<file path="src/rtl/apb_master_req_arbiter_pkg.sv">
// Shared types and defaults for the APB master request arbiter.
package apb_arb_pkg;

  typedef enum logic {
    IDLE = 1'b0,
    BUSY = 1'b1
  } arb_state_e;

  localparam int DEF_NUM_REQ     = 4;
  localparam int DEF_ADDR_W      = 8;
  localparam int DEF_DATA_W      = 32;
  localparam int DEF_STRB_W      = DEF_DATA_W / 8;
  localparam int DEF_TIMEOUT_CYC = 64;

  typedef struct packed {
    logic                  error;
    logic [DEF_DATA_W-1:0] rdata;
  } arb_rsp_t;

  // (a + b) mod n for operands already below n; avoids a divider.
  function automatic int unsigned wrap_add(int unsigned a, int unsigned b, int unsigned n);
    int unsigned s;
    s = a + b;
    return (s >= n) ? s - n : s;
  endfunction

endpackage

</file>
<file path="src/rtl/apb_master_req_arbiter_if.sv">
// Command/completion bundle between the arbiter and the APB master user port.
interface apb_master_req_arbiter_if #(
  parameter int ADDR_W = 8,
  parameter int DATA_W = 32,
  parameter int STRB_W = 4
);
  logic              transfer;
  logic              write_read;
  logic [ADDR_W-1:0] addr_in;
  logic [DATA_W-1:0] wdata_in;
  logic [STRB_W-1:0] strb_in;
  logic              transfer_done;
  logic              error;
  logic [DATA_W-1:0] rdata_out;

  modport master (
    output transfer, write_read, addr_in, wdata_in, strb_in,
    input  transfer_done, error, rdata_out
  );

  modport slave (
    input  transfer, write_read, addr_in, wdata_in, strb_in,
    output transfer_done, error, rdata_out
  );
endinterface

</file>
<file path="src/rtl/apb_master_req_arbiter_rr_pick.sv">
// Round-robin picker: rotate requests to start after last winner, take lowest, rotate back.
module apb_rr_pick
  import apb_arb_pkg::*;
#(
  parameter  int NUM_REQ = DEF_NUM_REQ,
  localparam int IDXW    = $clog2(NUM_REQ)
) (
  input  logic [NUM_REQ-1:0] req,
  input  logic [IDXW-1:0]    last,
  output logic [NUM_REQ-1:0] gnt_oh
);

  logic [IDXW-1:0]    start;
  logic [IDXW-1:0]    j;
  logic [NUM_REQ-1:0] rot;
  logic [NUM_REQ-1:0] rot_oh;

  always_comb begin
    start  = IDXW'(wrap_add(32'(last), 32'd1, NUM_REQ));
    j      = '0;
    rot    = '0;
    gnt_oh = '0;
    for (int i = 0; i < NUM_REQ; i++) begin
      j      = IDXW'(wrap_add(32'(start), i, NUM_REQ));
      rot[i] = req[j];
    end
    rot_oh = rot & (~rot + NUM_REQ'(1));
    for (int i = 0; i < NUM_REQ; i++) begin
      j         = IDXW'(wrap_add(32'(start), i, NUM_REQ));
      gnt_oh[j] = rot_oh[i];
    end
  end

endmodule

</file>
<file path="src/rtl/apb_master_req_arbiter.sv">
// Round-robin sharing of one APB master user port among NUM_REQ requesters.
// Optional BUSY watchdog enabled by defining APB_ARB_TIMEOUT_EN.
module apb_master_req_arbiter
  import apb_arb_pkg::*;
#(
  parameter int NUM_REQ     = DEF_NUM_REQ,
  parameter int ADDR_W      = DEF_ADDR_W,
  parameter int DATA_W      = DEF_DATA_W,
  parameter int STRB_W      = DEF_STRB_W,
  parameter int TIMEOUT_CYC = DEF_TIMEOUT_CYC
) (
  input  logic                      PCLK,
  input  logic                      PRESET,
  input  logic [NUM_REQ-1:0]        req,
  input  logic [NUM_REQ-1:0]        req_write,
  input  logic [NUM_REQ*ADDR_W-1:0] req_addr,
  input  logic [NUM_REQ*DATA_W-1:0] req_wdata,
  input  logic [NUM_REQ*STRB_W-1:0] req_strb,
  output logic [NUM_REQ-1:0]        gnt,
  output logic [NUM_REQ-1:0]        rsp_valid,
  output logic [DATA_W-1:0]         rsp_rdata,
  output logic                      rsp_error,
  output logic                      busy,
  apb_master_req_arbiter_if.master  apb
);

  localparam int IDXW = $clog2(NUM_REQ);

  if (NUM_REQ < 2 || NUM_REQ > 16 || TIMEOUT_CYC < 1) begin : g_bad_param
    $error("apb_master_req_arbiter: NUM_REQ must be 2..16 and TIMEOUT_CYC >= 1");
  end

  arb_state_e         state_q, state_d;
  logic [IDXW-1:0]    last_q, last_d, owner_q, owner_d, win_idx;
  logic [NUM_REQ-1:0] win_oh, gnt_q, gnt_d, rsp_valid_q, rsp_valid_d;
  logic [DATA_W-1:0]  rsp_rdata_q, rsp_rdata_d, wdata_q, wdata_d, cand_wdata;
  logic               rsp_error_q, rsp_error_d, busy_q, busy_d, xfer_q, xfer_d;
  logic               write_q, write_d, cand_write;
  logic [ADDR_W-1:0]  addr_q, addr_d, cand_addr;
  logic [STRB_W-1:0]  strb_q, strb_d, cand_strb;
`ifdef APB_ARB_TIMEOUT_EN
  localparam int CNT_W = $clog2(TIMEOUT_CYC + 1);
  logic [CNT_W-1:0]   cnt_q, cnt_d, cnt_inc;
`endif

  apb_rr_pick #(.NUM_REQ(NUM_REQ)) u_pick (
    .req    (req),
    .last   (last_q),
    .gnt_oh (win_oh)
  );

  always_comb begin
    win_idx    = '0;
    cand_write = 1'b0;
    cand_addr  = '0;
    cand_wdata = '0;
    cand_strb  = '0;
    for (int i = 0; i < NUM_REQ; i++) begin
      if (win_oh[i]) begin
        win_idx    = IDXW'(i);
        cand_write = req_write[i];
        cand_addr  = req_addr[i*ADDR_W +: ADDR_W];
        cand_wdata = req_wdata[i*DATA_W +: DATA_W];
        cand_strb  = req_strb[i*STRB_W +: STRB_W];
      end
    end
  end

  always_comb begin
    state_d     = state_q;
    last_d      = last_q;
    owner_d     = owner_q;
    gnt_d       = '0;
    rsp_valid_d = '0;
    rsp_rdata_d = '0;
    rsp_error_d = 1'b0;
    busy_d      = busy_q;
    xfer_d      = xfer_q;
    write_d     = write_q;
    addr_d      = addr_q;
    wdata_d     = wdata_q;
    strb_d      = strb_q;
`ifdef APB_ARB_TIMEOUT_EN
    cnt_d       = cnt_q;
    cnt_inc     = cnt_q + CNT_W'(1);
`endif
    case (state_q)
      IDLE: begin
        if (|req) begin
          state_d = BUSY;
          gnt_d   = win_oh;
          xfer_d  = 1'b1;
          busy_d  = 1'b1;
          owner_d = win_idx;
          write_d = cand_write;
          addr_d  = cand_addr;
          // Reads present zero data/strobes to the APB master.
          wdata_d = cand_write ? cand_wdata : '0;
          strb_d  = cand_write ? cand_strb : '0;
`ifdef APB_ARB_TIMEOUT_EN
          cnt_d   = '0;
`endif
        end
      end
      BUSY: begin
        if (apb.transfer_done) begin
          state_d     = IDLE;
          xfer_d      = 1'b0;
          busy_d      = 1'b0;
          last_d      = owner_q;
          rsp_valid_d = NUM_REQ'(1) << owner_q;
          rsp_rdata_d = write_q ? '0 : apb.rdata_out;
          rsp_error_d = apb.error;
        end
`ifdef APB_ARB_TIMEOUT_EN
        else if (cnt_inc == CNT_W'(TIMEOUT_CYC)) begin
          state_d     = IDLE;
          xfer_d      = 1'b0;
          busy_d      = 1'b0;
          last_d      = owner_q;
          rsp_valid_d = NUM_REQ'(1) << owner_q;
          rsp_error_d = 1'b1;
        end else begin
          cnt_d = cnt_inc;
        end
`endif
      end
      default: state_d = IDLE;
    endcase
  end

  always_ff @(posedge PCLK or posedge PRESET) begin
    if (PRESET) begin
      state_q     <= IDLE;
      last_q      <= IDXW'(NUM_REQ - 1);
      owner_q     <= '0;
      gnt_q       <= '0;
      rsp_valid_q <= '0;
      rsp_rdata_q <= '0;
      rsp_error_q <= 1'b0;
      busy_q      <= 1'b0;
      xfer_q      <= 1'b0;
      write_q     <= 1'b0;
      addr_q      <= '0;
      wdata_q     <= '0;
      strb_q      <= '0;
`ifdef APB_ARB_TIMEOUT_EN
      cnt_q       <= '0;
`endif
    end else begin
      state_q     <= state_d;
      last_q      <= last_d;
      owner_q     <= owner_d;
      gnt_q       <= gnt_d;
      rsp_valid_q <= rsp_valid_d;
      rsp_rdata_q <= rsp_rdata_d;
      rsp_error_q <= rsp_error_d;
      busy_q      <= busy_d;
      xfer_q      <= xfer_d;
      write_q     <= write_d;
      addr_q      <= addr_d;
      wdata_q     <= wdata_d;
      strb_q      <= strb_d;
`ifdef APB_ARB_TIMEOUT_EN
      cnt_q       <= cnt_d;
`endif
    end
  end

  assign gnt            = gnt_q;
  assign rsp_valid      = rsp_valid_q;
  assign rsp_rdata      = rsp_rdata_q;
  assign rsp_error      = rsp_error_q;
  assign busy           = busy_q;
  assign apb.transfer   = xfer_q;
  assign apb.write_read = write_q;
  assign apb.addr_in    = addr_q;
  assign apb.wdata_in   = wdata_q;
  assign apb.strb_in    = strb_q;

endmodule
</file>
<file path="src/flat_wrapper.sv">
// flat-port wrapper written by rule: the top's interface ports become plain ports
module apb_master_req_arbiter_flat import apb_arb_pkg::*;
#(
  parameter int NUM_REQ     = DEF_NUM_REQ,
  parameter int ADDR_W      = DEF_ADDR_W,
  parameter int DATA_W      = DEF_DATA_W,
  parameter int STRB_W      = DEF_STRB_W,
  parameter int TIMEOUT_CYC = DEF_TIMEOUT_CYC
)
  (PCLK, PRESET, req, req_write, req_addr, req_wdata, req_strb, gnt, rsp_valid, rsp_rdata, rsp_error, busy, apb_transfer, apb_write_read, apb_addr_in, apb_wdata_in, apb_strb_in, apb_transfer_done, apb_error, apb_rdata_out);
  apb_master_req_arbiter_if #(.ADDR_W(ADDR_W), .DATA_W(DATA_W), .STRB_W(STRB_W)) apb_i ();
  input  logic PCLK;
  input  logic PRESET;
  input  logic [NUM_REQ-1:0] req;
  input  logic [NUM_REQ-1:0] req_write;
  input  logic [NUM_REQ*ADDR_W-1:0] req_addr;
  input  logic [NUM_REQ*DATA_W-1:0] req_wdata;
  input  logic [NUM_REQ*STRB_W-1:0] req_strb;
  output logic [NUM_REQ-1:0] gnt;
  output logic [NUM_REQ-1:0] rsp_valid;
  output logic [DATA_W-1:0] rsp_rdata;
  output logic rsp_error;
  output logic busy;
  output wire logic [$bits(apb_i.transfer)-1:0] apb_transfer;
  output wire logic [$bits(apb_i.write_read)-1:0] apb_write_read;
  output wire logic [$bits(apb_i.addr_in)-1:0] apb_addr_in;
  output wire logic [$bits(apb_i.wdata_in)-1:0] apb_wdata_in;
  output wire logic [$bits(apb_i.strb_in)-1:0] apb_strb_in;
  input wire logic [$bits(apb_i.transfer_done)-1:0] apb_transfer_done;
  input wire logic [$bits(apb_i.error)-1:0] apb_error;
  input wire logic [$bits(apb_i.rdata_out)-1:0] apb_rdata_out;
  assign apb_transfer = apb_i.transfer;
  assign apb_write_read = apb_i.write_read;
  assign apb_addr_in = apb_i.addr_in;
  assign apb_wdata_in = apb_i.wdata_in;
  assign apb_strb_in = apb_i.strb_in;
  assign apb_i.transfer_done = apb_transfer_done;
  assign apb_i.error = apb_error;
  assign apb_i.rdata_out = apb_rdata_out;
  apb_master_req_arbiter #(.NUM_REQ(NUM_REQ), .ADDR_W(ADDR_W), .DATA_W(DATA_W), .STRB_W(STRB_W), .TIMEOUT_CYC(TIMEOUT_CYC)) u_core (.PCLK(PCLK), .PRESET(PRESET), .req(req), .req_write(req_write), .req_addr(req_addr), .req_wdata(req_wdata), .req_strb(req_strb), .gnt(gnt), .rsp_valid(rsp_valid), .rsp_rdata(rsp_rdata), .rsp_error(rsp_error), .busy(busy), .apb(apb_i));
endmodule
</file>
<file path="config.mk">
export PLATFORM = sky130hd
export DESIGN_NAME = apb_master_req_arbiter_flat
export DESIGN_NICKNAME = d
export VERILOG_FILES = /design/src/rtl/apb_master_req_arbiter_pkg.sv /design/src/rtl/apb_master_req_arbiter_if.sv /design/src/rtl/apb_master_req_arbiter_rr_pick.sv /design/src/rtl/apb_master_req_arbiter.sv /design/src/flat_wrapper.sv
export SDC_FILE = /design/constraint.sdc
export NUM_CORES = 1
export LEC_CHECK = 0
export CORE_MARGIN = 4
export CORE_UTILIZATION = 37
export DETAILED_ROUTE_END_ITERATION = 12
export GPL_TIMING_DRIVEN = 1
export PLACE_DENSITY = 0.81
export SLEW_MARGIN = 5
export SYNTH_ARGS = -nofsm -noshare
export SYNTH_HDL_FRONTEND = slang
export SYNTH_SLANG_ARGS = --single-unit
</file>
<file path="constraint.sdc">
create_clock -name PCLK -period 4.7 [get_ports PCLK]
set_input_delay 1.175 -clock PCLK [delete_from_list [all_inputs] [get_ports PCLK]]
set_output_delay 1.175 -clock PCLK [all_outputs]
set_load 0.005 [all_outputs]
</file>
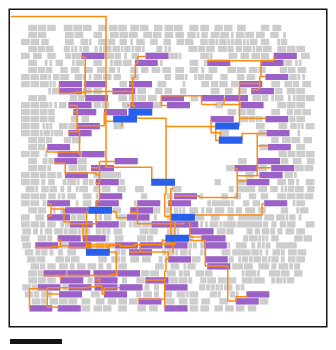
*Clock distribution*
Bar = 20 µm.
clock wires: drawn in orange, length 1160 µm. clock drivers: drawn in blue, count 9. flip-flops: drawn in purple, count 92.
There are 10 routed clock nets.

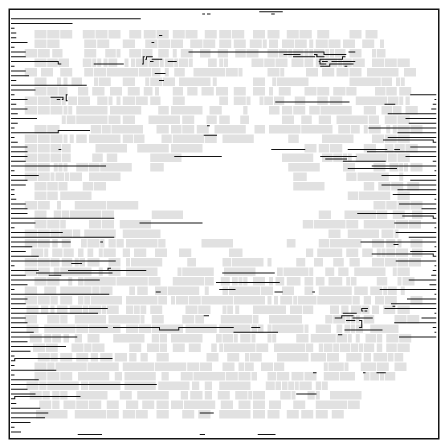
*The metal 3 layer*
Cells faint in the background.
The longest straight run is 41.4 µm. The wires run mostly horizontal. The layer carries 1660 µm of wire. 190 nets have wire on it.

==> run notes <==
fresh numbers from the pnr run: Setup Buffers After CTS=0, crit path launch type=primary input, initial antenna violation count=0, most frequent cells in the layout=clkdlybuf4s50_1 (307), dfrtp_1 (90), nor2_1 (66), nand2_1 (44), achievable clock frequency=between 0.2 and 0.25 GHz, pwr dens=roughly 580 mW/mm², Core Region=around 0.013 mm², die width=123 µm, mapped cell area=0.00485 mm², Yosys Instances=about 500, CP bufs+invs=2, total of max-cap violations=0, post-route ant nets=0, latest clock arrival within the worst-skew pair=around 0.34 ns, tool warning count=32, CP endpoint kind=register, hold_ws=about 0.50 ns, outcome=finished, final reports clean, peak supply drop=just under 0.4 mV, fin cells=963, drt first pass iters=8, crit share post-route=between 80% and 90%, 1st-iter DRT viols=445, Post-synth seq share=around 47%, GRT Total Usage=a little under a quarter, Unique masters post-synth=50, clock skew=~0.0067 ns, Hold Buf Count CTS=0, Num CTS Buffers=9, Async S/R FF share, synth=100%, I/O pin count=around 300, average size of a mapped cell=9.65 µm², yosys stat chip area=around 0.0049 mm², worst stage delay on the critical path=~0.61 ns, worst hold start=u_core.owner_q[1], row count=between 40 and 50, routed wire length per instance=19.1 µm, Port Buffers=between 300 and 400, worst r2r src=u_core.last_q[0], H-tree Lvls=3, Syn Inst Count=approximately 500, Final nets=slightly above 1k, die height=around 120 µm, Post-synth EDFFs=0, routability cong.=about 0.93, final wirelength=around 18000 µm, CP Max Fanout=37, Top FF cell, synth=dfrtp_1, Final Hold Viols=0, Ant. Diodes=0, dpl cells=between 900 and 1k, Worst path slowest cell=mux4_2, Slew HR=a little over a quarter, design area=between 0.008 and 0.009 mm², Worst Tran Pin Value=1.11 ns, leakage dissipation=between 3 and 4 nW, HPWL after DPL=14200 µm, via count=5210, largest net degree at the start of global routing=between 90 and 100, CTS Root Cell=clkbuf_16, Initial Util=around two fifths, CTS clock-pin slew for the worst setup and hold paths=roughly 0.070 ns, delay-heaviest family, CP=AND-OR/OR-AND gates, synth warn=0
## sequential cells by signal, indices dropped and copies added, names as in the netlist
name / cells
u_core.apb.addr_in: 8
u_core.apb.strb_in: 4
u_core.apb.transfer: 1
u_core.apb.wdata_in: 32
u_core.apb.write_read: 1
u_core.gnt: 4
u_core.last_q: 2
u_core.owner_q: 2
u_core.rsp_error: 1
u_core.rsp_rdata: 32
u_core.rsp_valid: 4
u_core.state_q: 1
## power breakdown
| part | total [mW] | switching, mW | leakage (nW) | internal, mW |
|---|---|---|---|---|
| sequential | 1.19 | 0.151 | 1.21 | 1.04 |
| combinational | 2.96 | 1.54 | 2.09 | 1.42 |
| clock | 0.766 | 0.338 | 0.156 | 0.428 |
| total | 4.92 | 2.03 | 3.46 | 2.89 |
## metal layers
layer	vias to the layer above	wire, µm	GRT usage (%)
met1	2487	6760	27.2
li1	2418	-	-
met5	-	0	0
met3	34	1660	7.28
met2	271	9500	41.9
met4	0	439	7.42
## final cells by class
class	count	area (µm²)
multi-input cells	355	2350
clock inverters	7	90.1
repair buffers	320	3200
flip-flops and latches	92	2300
inverters	8	32.5
fillers	1013	4310
clock buffers	9	225
well taps	172	215
## cells in the mapped netlist, types with 2 or more instances
master	number	area, µm²
a211o_1	8	70.1
or2_2	2	12.5
o31ai_1	36	270
buf_6	5	56.3
nor3b_1	8	60.1
a21o_1	2	15.0
a221oi_1	37	324
buf_2	4	20.0
and2_1	34	213
clkbuf_1	37	139
nor4b_1	4	35.0
dfstp_2	2	52.6
nand4_1	2	12.5
mux2i_1	3	30.0
inv_1	8	30.0
nor2_1	66	248
nand2_1	44	165
o21ai_0	2	10.0
o22ai_1	2	12.5
nand3b_1	2	15.0
nor3_1	6	30.0
dfrtp_1	90	2250
or3b_2	2	17.5
nand3_1	5	25.0
ha_1	7	87.6
a21oi_1	26	130
a22o_1	36	315
## cell families (layout without fill, tap and decap cells)
logic type	count (synthesis)	count (layout)	synth area share, %
fa+ha+maj	7	7	1.80
mux	6	6	1.55
buf+inv	56	344	5.28
compound gates	159	159	25.6
flops	92	92	47.5
simple gates	183	183	18.3
## through the flow
| step | util (%) | power (mW) | worst slack, ns |
|---|---|---|---|
| 2_1_floorplan | - | 2.93 | 0.872 |
| 3_3_place_gp | 63.6 | 4.06 | 0.306 |
| 3_5_place_dp | 63.6 | 4.15 | 0.209 |
| 4_1_cts | 66.1 | 4.94 | 0.548 |
| 5_1_grt | 66.1 | 5.26 | 0.398 |
| 6_report | 66.1 | 4.92 | 0.517 |
## final timing paths
check	end	slack, ns	cells past startpoint
setup / recovery	u_core.apb.wdata_in[6]	0.52	9
hold / removal	u_core.rsp_valid[1]	0.50	1
setup reg to reg	u_core.apb.wdata_in[6]	0.74	11
hold reg to reg	u_core.rsp_valid[1]	0.50	1
max in group asynchronous	u_core.apb.wdata_in[22]	2.52	2
min in group asynchronous	u_core.rsp_rdata[7]	1.47	2
Power is estimated from default activity; no workload was simulated.
